--- config.mk ---
export PLATFORM = sky130hd
export DESIGN_NAME = rc4_sequencer_flat
export DESIGN_NICKNAME = d
export VERILOG_FILES = /design/src/rtl/rc4_sequencer_if.sv /design/src/rtl/rc4_sequencer.sv /design/src/flat_wrapper.sv
export SDC_FILE = /design/constraint.sdc
export NUM_CORES = 1
export LEC_CHECK = 0
export ABC_AREA = 1
export CELL_PAD_IN_SITES_DETAIL_PLACEMENT = 1
export CELL_PAD_IN_SITES_GLOBAL_PLACEMENT = 2
export CORE_MARGIN = 2
export CORE_UTILIZATION = 20
export CTS_BUF_LIST = sky130_fd_sc_hd__clkbuf_8
export CTS_CLUSTER_SIZE = 20
export DETAILED_ROUTE_END_ITERATION = 16
export GPL_TIMING_DRIVEN = 0
export PLACE_DENSITY = 0.87
export SLEW_MARGIN = 30
export SYNTH_ARGS = -nofsm -noshare
export SYNTH_HDL_FRONTEND = slang
export SYNTH_SLANG_ARGS = --single-unit
--- constraint.sdc ---
create_clock -name clk -period 1.7 [get_ports clk]
set_input_delay 0.34 -clock clk [delete_from_list [all_inputs] [get_ports clk]]
set_output_delay 0.34 -clock clk [all_outputs]
set_load 0.01 [all_outputs]
--- src/rtl/rc4_sequencer_if.sv ---
// Client and S-memory bus of the RC4 sequencer.
interface rc4_sequencer_if;
    logic [2:0]  cl_start;
    logic [2:0]  cl_finish;
    logic [2:0]  cl_rd_start;
    logic [2:0]  cl_wr_start;
    logic [23:0] cl_addr;
    logic [23:0] cl_wr_data;
    logic        cl_rd_done;
    logic        cl_wr_done;
    logic [7:0]  cl_rd_data;
    logic [7:0]  ram_addr;
    logic [7:0]  ram_data;
    logic        ram_wren;
    logic [7:0]  ram_q;

    modport master (
        output cl_start, cl_rd_done, cl_wr_done, cl_rd_data,
        output ram_addr, ram_data, ram_wren,
        input  cl_finish, cl_rd_start, cl_wr_start, cl_addr, cl_wr_data,
        input  ram_q
    );

    modport slave (
        input  cl_start, cl_rd_done, cl_wr_done, cl_rd_data,
        input  ram_addr, ram_data, ram_wren,
        output cl_finish, cl_rd_start, cl_wr_start, cl_addr, cl_wr_data,
        output ram_q
    );
endinterface

--- src/rtl/rc4_sequencer.sv ---
// RC4 run sequencer: steps Init -> Key Schedule -> Decrypt clients and
// arbitrates the active client's accesses onto the shared S-memory.
module rc4_sequencer #(
    parameter int unsigned RD_LAT = 2
) (
    input  logic            clk,
    input  logic            nreset,
    input  logic            go,
    input  logic            abort,
    rc4_sequencer_if.master bus,
    output logic            busy,
    output logic            done,
    output logic            protocol_err,
    output logic [1:0]      phase
);
    typedef enum logic [2:0] {IDLE, INIT, KSA, PRGA, DONE} phase_t;
    typedef enum logic [1:0] {M_IDLE, M_RD, M_WR} mem_t;

    phase_t     ph, ph_next;
    mem_t       mem, mem_next;
    logic [2:0] cnt;
    logic [7:0] addr_q, data_q, rd_data_q;
    logic [2:0] start_q, start_next;
    logic       wr_done_q, fin_pend, perr_q;
    logic       in_run, rd_req, wr_req, fin_hit, abort_hit;
    logic [1:0] act;
    logic [7:0] req_addr, req_data;
    logic       accept_rd, accept_wr, err_set, advance, rd_fire;

    // Select the active client and qualify its request/finish strobes
    always_comb begin
        in_run = 1'b0;
        act    = 2'd0;
        case (ph)
            INIT:    begin in_run = 1'b1; act = 2'd0; end
            KSA:     begin in_run = 1'b1; act = 2'd1; end
            PRGA:    begin in_run = 1'b1; act = 2'd2; end
            default: ;
        endcase
        req_addr = bus.cl_addr[7:0];
        req_data = bus.cl_wr_data[7:0];
        case (act)
            2'd1:    begin req_addr = bus.cl_addr[15:8];  req_data = bus.cl_wr_data[15:8];  end
            2'd2:    begin req_addr = bus.cl_addr[23:16]; req_data = bus.cl_wr_data[23:16]; end
            default: ;
        endcase
        rd_req    = in_run & bus.cl_rd_start[act];
        wr_req    = in_run & bus.cl_wr_start[act];
        fin_hit   = in_run & bus.cl_finish[act];
        abort_hit = in_run & abort;
        rd_fire   = (mem == M_RD) && (cnt == 3'(RD_LAT));
    end

    // Next-state logic for the phase FSM and the memory engine
    always_comb begin
        ph_next    = ph;
        mem_next   = mem;
        start_next = '0;
        accept_rd  = 1'b0;
        accept_wr  = 1'b0;
        err_set    = 1'b0;
        case (mem)
            M_IDLE: begin
                if (wr_req) begin
                    mem_next  = M_WR;
                    accept_wr = 1'b1;
                    err_set   = rd_req;
                end else if (rd_req) begin
                    mem_next  = M_RD;
                    accept_rd = 1'b1;
                end
            end
            M_RD: begin
                err_set = rd_req | wr_req;
                if (rd_fire) mem_next = M_IDLE;
            end
            M_WR: begin
                err_set  = rd_req | wr_req;
                mem_next = M_IDLE;
            end
            default: mem_next = M_IDLE;
        endcase
        // A finish is held off until the engine is idle and nothing new starts
        advance = (fin_hit | fin_pend) & (mem == M_IDLE) & ~accept_rd & ~accept_wr;
        case (ph)
            IDLE:    if (go) begin ph_next = INIT; start_next = 3'b001; end
            INIT:    if (advance) begin ph_next = KSA; start_next = 3'b010; end
            KSA:     if (advance) begin ph_next = PRGA; start_next = 3'b100; end
            PRGA:    if (advance) ph_next = DONE;
            DONE:    ph_next = IDLE;
            default: ph_next = IDLE;
        endcase
        if (abort_hit) begin
            ph_next    = IDLE;
            mem_next   = M_IDLE;
            start_next = '0;
            accept_rd  = 1'b0;
            accept_wr  = 1'b0;
            err_set    = 1'b0;
            advance    = 1'b0;
        end
    end

    // State registers for both FSMs
    always_ff @(posedge clk or negedge nreset) begin
        if (!nreset) begin
            ph  <= IDLE;
            mem <= M_IDLE;
        end else begin
            ph  <= ph_next;
            mem <= mem_next;
        end
    end

    // Request latches, latency counter, pulses and sticky error flag
    always_ff @(posedge clk or negedge nreset) begin
        if (!nreset) begin
            start_q   <= '0;
            wr_done_q <= 1'b0;
            fin_pend  <= 1'b0;
            cnt       <= '0;
            addr_q    <= '0;
            data_q    <= '0;
            rd_data_q <= '0;
            perr_q    <= 1'b0;
        end else begin
            start_q   <= start_next;
            wr_done_q <= (mem == M_WR) && !abort_hit;
            fin_pend  <= (fin_pend | fin_hit) & ~advance & ~abort_hit;
            if (accept_rd)
                cnt <= '0;
            else if (mem == M_RD)
                cnt <= cnt + 3'd1;
            if (accept_rd | accept_wr) addr_q <= req_addr;
            if (accept_wr) data_q <= req_data;
            if (rd_fire) rd_data_q <= bus.ram_q;
            if (ph == IDLE && go)
                perr_q <= 1'b0;
            else if (err_set)
                perr_q <= 1'b1;
        end
    end

    // Status outputs and bus drive; read data bypasses ram_q in the completion cycle
    always_comb begin
        bus.cl_start   = start_q;
        bus.cl_rd_done = rd_fire;
        bus.cl_wr_done = wr_done_q;
        bus.cl_rd_data = rd_fire ? bus.ram_q : rd_data_q;
        bus.ram_addr   = addr_q;
        bus.ram_data   = data_q;
        bus.ram_wren   = (mem == M_WR);
        busy           = in_run;
        done           = (ph == DONE);
        protocol_err   = perr_q;
        case (ph)
            INIT:    phase = 2'd1;
            KSA:     phase = 2'd2;
            PRGA:    phase = 2'd3;
            default: phase = 2'd0;
        endcase
    end
endmodule

--- src/flat_wrapper.sv ---
// flat-port wrapper written by rule: the top's interface ports become plain ports
module rc4_sequencer_flat 
#(
    parameter int unsigned RD_LAT = 2
)
  (clk, nreset, go, abort, busy, done, protocol_err, phase, bus_cl_start, bus_cl_rd_done, bus_cl_wr_done, bus_cl_rd_data, bus_ram_addr, bus_ram_data, bus_ram_wren, bus_cl_finish, bus_cl_rd_start, bus_cl_wr_start, bus_cl_addr, bus_cl_wr_data, bus_ram_q);
  rc4_sequencer_if bus_i ();
  input  logic clk;
  input  logic nreset;
  input  logic go;
  input  logic abort;
  output logic busy;
  output logic done;
  output logic protocol_err;
  output logic [1:0] phase;
  output wire logic [$bits(bus_i.cl_start)-1:0] bus_cl_start;
  output wire logic [$bits(bus_i.cl_rd_done)-1:0] bus_cl_rd_done;
  output wire logic [$bits(bus_i.cl_wr_done)-1:0] bus_cl_wr_done;
  output wire logic [$bits(bus_i.cl_rd_data)-1:0] bus_cl_rd_data;
  output wire logic [$bits(bus_i.ram_addr)-1:0] bus_ram_addr;
  output wire logic [$bits(bus_i.ram_data)-1:0] bus_ram_data;
  output wire logic [$bits(bus_i.ram_wren)-1:0] bus_ram_wren;
  input wire logic [$bits(bus_i.cl_finish)-1:0] bus_cl_finish;
  input wire logic [$bits(bus_i.cl_rd_start)-1:0] bus_cl_rd_start;
  input wire logic [$bits(bus_i.cl_wr_start)-1:0] bus_cl_wr_start;
  input wire logic [$bits(bus_i.cl_addr)-1:0] bus_cl_addr;
  input wire logic [$bits(bus_i.cl_wr_data)-1:0] bus_cl_wr_data;
  input wire logic [$bits(bus_i.ram_q)-1:0] bus_ram_q;
  assign bus_cl_start = bus_i.cl_start;
  assign bus_cl_rd_done = bus_i.cl_rd_done;
  assign bus_cl_wr_done = bus_i.cl_wr_done;
  assign bus_cl_rd_data = bus_i.cl_rd_data;
  assign bus_ram_addr = bus_i.ram_addr;
  assign bus_ram_data = bus_i.ram_data;
  assign bus_ram_wren = bus_i.ram_wren;
  assign bus_i.cl_finish = bus_cl_finish;
  assign bus_i.cl_rd_start = bus_cl_rd_start;
  assign bus_i.cl_wr_start = bus_cl_wr_start;
  assign bus_i.cl_addr = bus_cl_addr;
  assign bus_i.cl_wr_data = bus_cl_wr_data;
  assign bus_i.ram_q = bus_ram_q;
  rc4_sequencer #(.RD_LAT(RD_LAT)) u_core (.clk(clk), .nreset(nreset), .go(go), .abort(abort), .bus(bus_i), .busy(busy), .done(done), .protocol_err(protocol_err), .phase(phase));
endmodule
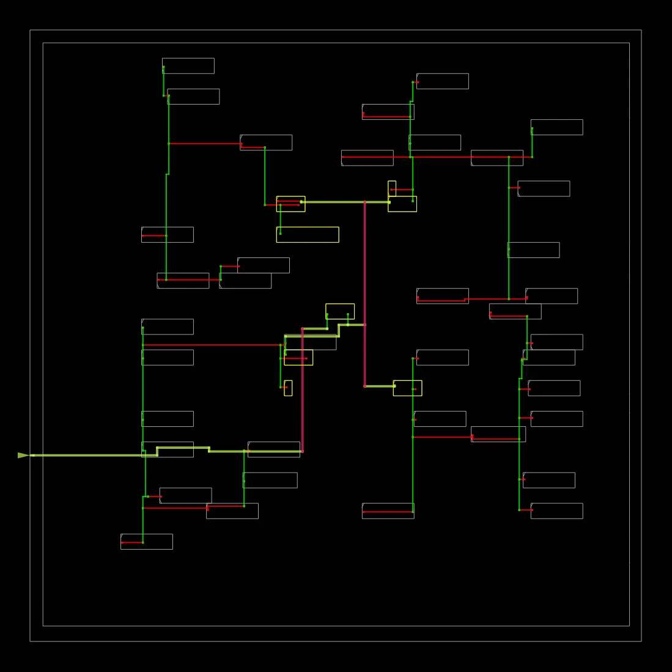
(images/clock_nets.png)
CTS Sinks: 38
TritonCTS Buffers: 5

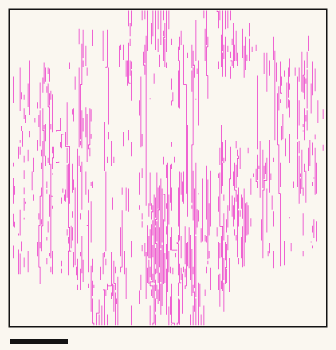
(images/m2.png)
Bar = 20 microns.
- nets with wire on the layer: 446
- wire length on this layer: 4450 microns
- longest straight run: 58.1 microns
- main direction: vertical
met2 global-route usage: 25.07%
vias: 2456

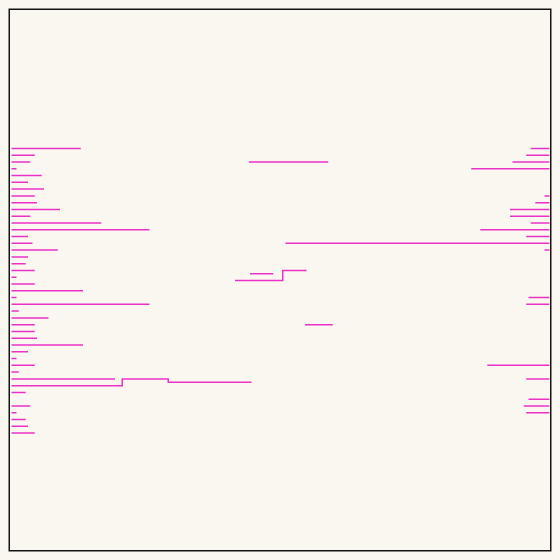
(images/m3.png)
- share of all routed wire: 6.2%
- main direction: horizontal
- nets with wire on the layer: 63
DRT Wirelength: 8242 microns
met3 Resource Use GR: 4.280%

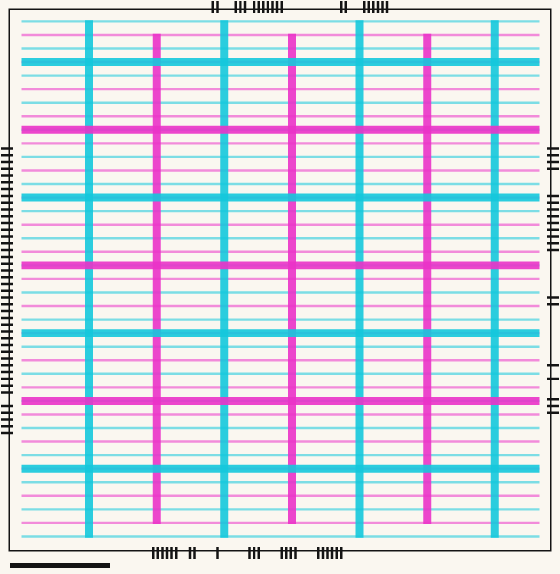
(images/floorplan.png)
Bar = 20 microns. Pins as bars on the die edge.
- VSS: cyan
- VDD: magenta
- met1 rails: 39
- met5 straps: 7
- met4 straps: 7
- signal pins: 104
worst vdd ir: 0.0005274 V
Die Width: 108.4 microns
die height: 108.4 microns

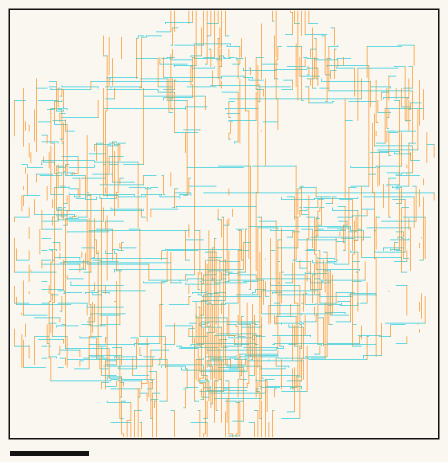
(images/layers.png)
Bar = 20 microns. Two of the layers only.
- M1: cyan (wire length 3220 microns)
- M2: orange (wire length 4450 microns)
wire per inst: 14.09 microns
Total GRT Usage: 13.63%

==> impl_metrics.tcl <==
# collected from the flow reports
set metrics [dict create \
    status "finished, violations left" \
    violations "negative setup slack" \
    setup_viol 26 \
    synthXorXnorAreaFrac_pct 0.4021 \
    max_clock_freq_ghz 0.5497 \
    setup_ws_ps -119.3 \
    avgSynthCellArea_sq_um 7.893 \
    period_needed_ps 1819 \
    postSynth.asyncResetShare_pct 100.0 \
    arrival_ps 1480 \
    vias_per_cell 4.198 \
    grt.busiest_layer "met2" \
    p_leak_nw 2.058 \
    rrSetupSlack_ps -60 \
    dp_hpwl_microns 5536 \
    layout_top_cell "clkdlybuf4s50_1" \
    r2r_start "u_core.ph[2]" \
    tool_warnings 32 \
    intPower_mw 4.569 \
    use_met1_pct 15.17 \
    cts_hold_buf 0 \
    switchingPower_mw 3.167 \
    cts_tree "done" \
    ys_chip_area_sq_mm 0.002178 \
    synth_flop_count 38 \
    mux_area_share_pct 0 \
    endpoint_kind "primary output" \
    ys_top_cells_by_area "dfrtp_1, nand2_1, nand3_1" \
    gp_congestion 0.7347 \
    dp_slack_ps -741.9 \
    nets 519 \
    yosysMostFrequentCell "nand2_1" \
    p_sw_share_pct 40.94 \
    layout_top_cells "clkdlybuf4s50_1, nand2_1, buf_4" \
    drive_above_1_share_pct 40.90 \
    place_area_sq_mm 0.003413 \
    pg_seq_mw 1.55 \
    overflow 0 \
    top_layer "met4" \
    cts_max_level 2 \
    ys_sh_simple_pct 37.28 \
    tightestPinTransition_ps 496.8 \
    p_comb_mw 5.43 \
    top_cell_area_share_pct 43.65 \
    grt_pass1_wl_microns 12540 \
    final_cells 585 \
    grt_max_degree 22 \
    p_comb_share_pct 70.2 \
    maxCapViolations 0 \
    ys_cells 276 \
    initial_core_util_pct 20.27 \
    criticalPathCategory "register to primary output" \
    hold_viol 0 \
    adder_share_pct 3.446 \
    rsz0062_at_grt "true" \
    ys_seq_share_pct 43.65 \
    io_buffers 103 \
    chipArea_sq_mm 0.01174 \
    power.density_mw_per_mm2 1756 \
    critPathLaunch "u_core.cnt[0]" \
    final_area_sq_mm 0.004405 \
    dp.cells 520 \
    ant_nets 0 \
    fin_crit_sh_pct 107.0 \
    ys_sh_aoi_pct 7.697 \
    max_slew_margin_pct 66.88 \
    finalClockSkew_ps 6.266 \
    timing.setup.tns_ps -1490 \
    power.total_mw 7.736 \
]
-- critical path: stages (launching register included) --
cell and delay [ps]:
dfrtp_1 380, inv_1 60, ha_2 190, nand3_4 150, buf_6 180, nand2_4 50, nand2_2 60, buf_6 120
-- what timing repair did --
item,4_1_cts,5_1_grt
setup endpoints to repair,34,39
resized,97,91
cloned,1,2
buffers inserted,37,21
pin swaps,13,23
-- final cells by class --
class / count / area [sq um]
Fill cell: 1276 / 6340
Timing Repair Buffer: 162 / 1589
Multi-Input combinational cell: 208 / 1368
Sequential cell: 38 / 953.4
Tap cell: 140 / 175.2
Inverter: 21 / 107.6
Buffer: 7 / 100.1
Clock buffer: 5 / 68.82
Clock inverter: 3 / 37.54
Timing Repair inverter: 1 / 6.256
